==> config.mk <==
export PLATFORM = sky130hd
export DESIGN_NAME = mem_loader
export DESIGN_NICKNAME = d
export VERILOG_FILES = /design/src/rtl/mem_loader.sv
export SDC_FILE = /design/constraint.sdc
export NUM_CORES = 1
export LEC_CHECK = 0
export ABC_CLOCK_PERIOD_IN_PS = 2700
export CORE_ASPECT_RATIO = 0.5
export CORE_UTILIZATION = 40
export DETAILED_ROUTE_END_ITERATION = 7
export PLACE_DENSITY = 0.66
export SYNTH_ARGS = -nofsm -noshare
export SYNTH_HDL_FRONTEND = slang
export SYNTH_SLANG_ARGS = --single-unit
==> constraint.sdc <==
create_clock -name clk -period 2.7 [get_ports clk]
set_clock_uncertainty 0.1 [all_clocks]
set_input_delay 0.675 -clock clk [delete_from_list [all_inputs] [get_ports clk]]
set_output_delay 0.675 -clock clk [all_outputs]
set_load 0.01 [all_outputs]
==> src/rtl/mem_loader.sv <==
// mem_loader: write-side initiator for a 2**ADDR_W x DATA_W program/data memory.
// Accepts a byte stream over valid/ready and writes it to consecutive addresses
// starting at a latched base address (wrapping at the top of memory). Optionally
// reads the region back and compares an additive checksum. cpu_hold keeps the
// processor core off the memory while a session runs.
//
// Ports:
//   clk        in   rising-edge clock
//   rst_n      in   synchronous active-low reset
//   start      in   session request, sampled only in IDLE
//   base_addr  in   first write address, latched on start
//   len        in   byte count 0..2**ADDR_W, latched on start
//   s_valid    in   stream byte valid
//   s_data     in   stream byte
//   s_ready    out  loader accepts a byte this cycle (LOAD)
//   mem_addr   out  memory address
//   mem_din    out  memory write data
//   mem_we     out  memory write enable (commits on the same clk edge)
//   mem_dout   in   memory read data (combinational read)
//   busy       out  high in LOAD and VERIFY
//   cpu_hold   out  equals busy
//   done       out  one-cycle pulse at end of session
//   error      out  read-back checksum mismatch, sticky until next start/reset
//   checksum   out  sum of loaded bytes mod 2**DATA_W, valid from done onward
module mem_loader #(
  parameter int ADDR_W = 8,
  parameter int DATA_W = 8,
  parameter bit VERIFY = 1'b1
) (
  input  logic              clk,
  input  logic              rst_n,
  input  logic              start,
  input  logic [ADDR_W-1:0] base_addr,
  input  logic [ADDR_W:0]   len,
  input  logic              s_valid,
  input  logic [DATA_W-1:0] s_data,
  output logic              s_ready,
  output logic [ADDR_W-1:0] mem_addr,
  output logic [DATA_W-1:0] mem_din,
  output logic              mem_we,
  input  logic [DATA_W-1:0] mem_dout,
  output logic              busy,
  output logic              cpu_hold,
  output logic              done,
  output logic              error,
  output logic [DATA_W-1:0] checksum
);

  localparam logic [1:0] S_IDLE   = 2'd0;
  localparam logic [1:0] S_LOAD   = 2'd1;
  localparam logic [1:0] S_VERIFY = 2'd2;
  localparam logic [1:0] S_DONE   = 2'd3;

  localparam logic [ADDR_W:0] CNT_ONE = {{ADDR_W{1'b0}}, 1'b1};

  logic [1:0]        state_q, state_d;
  logic [ADDR_W-1:0] base_q, base_d;
  logic [ADDR_W:0]   len_q, len_d;
  logic [ADDR_W:0]   cnt_q, cnt_d;
  logic [DATA_W-1:0] wsum_q, wsum_d;
  logic [DATA_W-1:0] rsum_q, rsum_d;
  logic [DATA_W-1:0] chk_q, chk_d;
  logic              err_q, err_d;
  logic              last_c;

  // cnt is one bit wider than the address so len = 2**ADDR_W still has a
  // representable final index (len-1).
  assign last_c   = (cnt_q == (len_q - CNT_ONE));

  assign s_ready  = (state_q == S_LOAD);
  // Reset gates the write enable combinationally so a reset cycle never writes.
  assign mem_we   = (state_q == S_LOAD) && s_valid && rst_n;
  assign mem_addr = (state_q == S_IDLE) ? base_q : (base_q + cnt_q[ADDR_W-1:0]);
  assign mem_din  = (state_q == S_LOAD) ? s_data : '0;
  assign busy     = (state_q == S_LOAD) || (state_q == S_VERIFY);
  assign cpu_hold = busy;
  assign done     = (state_q == S_DONE);
  assign error    = err_q;
  assign checksum = chk_q;

  always_comb begin
    state_d = state_q;
    base_d  = base_q;
    len_d   = len_q;
    cnt_d   = cnt_q;
    wsum_d  = wsum_q;
    rsum_d  = rsum_q;
    chk_d   = chk_q;
    err_d   = err_q;
    case (state_q)
      S_IDLE: begin
        if (start) begin
          base_d = base_addr;
          len_d  = len;
          cnt_d  = '0;
          wsum_d = '0;
          rsum_d = '0;
          chk_d  = '0;
          err_d  = 1'b0;
          // An empty session skips straight to DONE with a zero checksum.
          state_d = (len == '0) ? S_DONE : S_LOAD;
        end
      end
      S_LOAD: begin
        if (s_valid) begin
          wsum_d = wsum_q + s_data;
          cnt_d  = cnt_q + CNT_ONE;
          if (last_c) begin
            cnt_d  = '0;
            rsum_d = '0;
            if (VERIFY) begin
              state_d = S_VERIFY;
            end else begin
              state_d = S_DONE;
              chk_d   = wsum_q + s_data;
            end
          end
        end
      end
      S_VERIFY: begin
        rsum_d = rsum_q + mem_dout;
        cnt_d  = cnt_q + CNT_ONE;
        if (last_c) begin
          state_d = S_DONE;
          chk_d   = wsum_q;
          if (rsum_d != wsum_q) err_d = 1'b1;
        end
      end
      default: begin
        state_d = S_IDLE;
      end
    endcase
  end

  always_ff @(posedge clk) begin
    if (!rst_n) begin
      state_q <= S_IDLE;
      cnt_q   <= '0;
      wsum_q  <= '0;
      rsum_q  <= '0;
      chk_q   <= '0;
      err_q   <= 1'b0;
    end else begin
      state_q <= state_d;
      cnt_q   <= cnt_d;
      wsum_q  <= wsum_d;
      rsum_q  <= rsum_d;
      chk_q   <= chk_d;
      err_q   <= err_d;
    end
  end

  // Session parameters are plain data latches; they are only meaningful
  // after a start and need no reset.
  always_ff @(posedge clk) begin
    base_q <= base_d;
    len_q  <= len_d;
  end

endmodule

### Metal 2

(3 px per µm) Cells faint in the background.
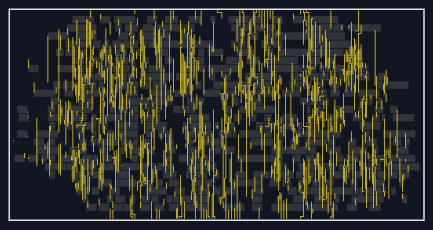
The wires run mostly vertical. The layer carries 4110 µm of wire. The layer holds 47% of the routed length. 485 nets have wire on it. The longest straight run is 37.1 µm.

### Gate families picked out

(4 px per µm)
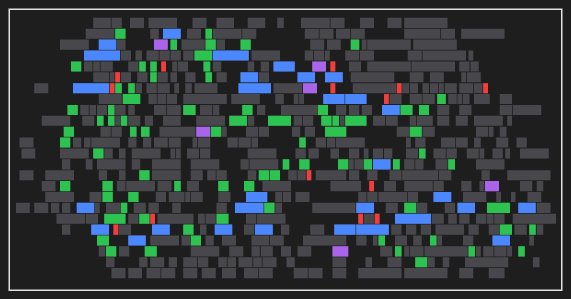
Key: red = inverters [cells 14, most used inv_1]; purple = multiplexers [cells 6, most used mux2i_1]; blue = adder and majority cells [cells 30, most used ha_1, where spread over the die]; green = inverting AOI/OAI gates [cells 78, most used a21boi_1]

### Routing congestion

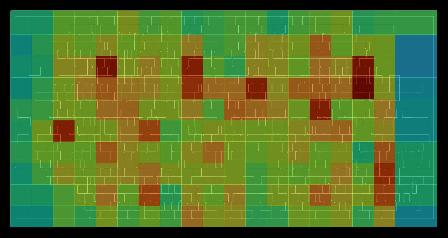
gr usage total: 18.9%
grt met3 use: 3.56%

==> flow_summary.json <==
{
  "wl_per_cell_um": 13.8,
  "ir_drop_uv": 310,
  "setup_viol": 4,
  "violations": "setup timing",
  "synth_compound_gate_area_share_pct": 18.7,
  "fp.dieW_um": 138,
  "syn_inst": 400,
  "ys_seq_elements": 53,
  "log.warning_count": 31,
  "seqPwrFrac_pct": 29.7,
  "place_inst": 620,
  "yosys.area.top_type": "dfxtp_1",
  "status": "complete, but fails checks",
  "cts_buffers": 5,
  "fin_total_pwr_mw": 3.43,
  "p_sw_mw": 1.23,
  "area_growth_pct": 40.0,
  "die.size.y_um": 69.9,
  "final.setup.worst_slack_ps": -394,
  "min_to": "checksum[7]",
  "vias": 3261,
  "drtPass1Iterations": 4,
  "root_buffer": "clkbuf_16",
  "grt_pass1_vias": 3092,
  "top_usage_layer": "met2",
  "fmaxAchievable_mhz": 323,
  "avgSynthCellArea_um2": 9.21,
  "clk_pin_slew_ps": 70,
  "tightestPinTransition_ps": 559,
  "port_buffers": 66,
  "antenna_found_initial": 0,
  "dp_slack_ps": -559,
  "r2r_setup_slack_ps": 200,
  "rows": 24
}
## registers in the layout (all words and copies together), names as in the netlist
register	cells
rsum_q	8
wsum_q	8
cnt_q	9
checksum	8
state_q	2
base_q	8
len_q	9
error	1
## area by class of cell
class | count | area, µm²
Fill cell | 786 | 3670
Multi-Input combinational cell | 316 | 2490
Sequential cell | 53 | 1230
Timing Repair Buffer | 122 | 1070
Tap cell | 117 | 146
Clock buffer | 6 | 129
Inverter | 14 | 52.6
Clock inverter | 2 | 35.0
## repair_timing
| item | CTS | global route |
|---|---|---|
| setup buffers | 3 | 1 |
| endpoints found under the hold margin | 0 | 0 |
| pin swaps | 16 | 22 |
| gates resized | 50 | 28 |
| setup endpoints to repair | 15 | 11 |
## how the worst max path moves through the flow
stage              start          end  slack [ps]
2_1_floorplan  base_q[1]  mem_addr[7]          10
3_3_place_gp   base_q[1]  mem_addr[7]        -540
3_5_place_dp   base_q[1]  mem_addr[7]        -560
4_1_cts        base_q[1]  mem_addr[7]        -550
5_1_grt        base_q[1]  mem_addr[7]        -550
6_report       base_q[1]  mem_addr[7]        -390
## placed cells by master (no fill, tap or decap), types with 4 or more instances in the layout
master / count
a21o_1: 7
nand2_1: 14
edfxtp_1: 17
inv_1: 13
nand4b_1: 5
xnor2_1: 21
nand3_1: 19
buf_4: 54
clkbuf_16: 5
ha_2: 5
clkdlybuf4s50_1: 53
o21ai_1: 8
and2_1: 11
a21oi_2: 5
buf_2: 5
a22oi_1: 8
nor3_1: 7
ha_1: 18
xor2_1: 15
o21ai_0: 7
ha_4: 4
nor2_1: 20
nor2b_1: 14
a21oi_1: 13
mux2i_1: 5
nand2b_1: 19
and3_1: 4
a21boi_1: 15
dlymetal6s2s_1: 4
dfxtp_1: 34
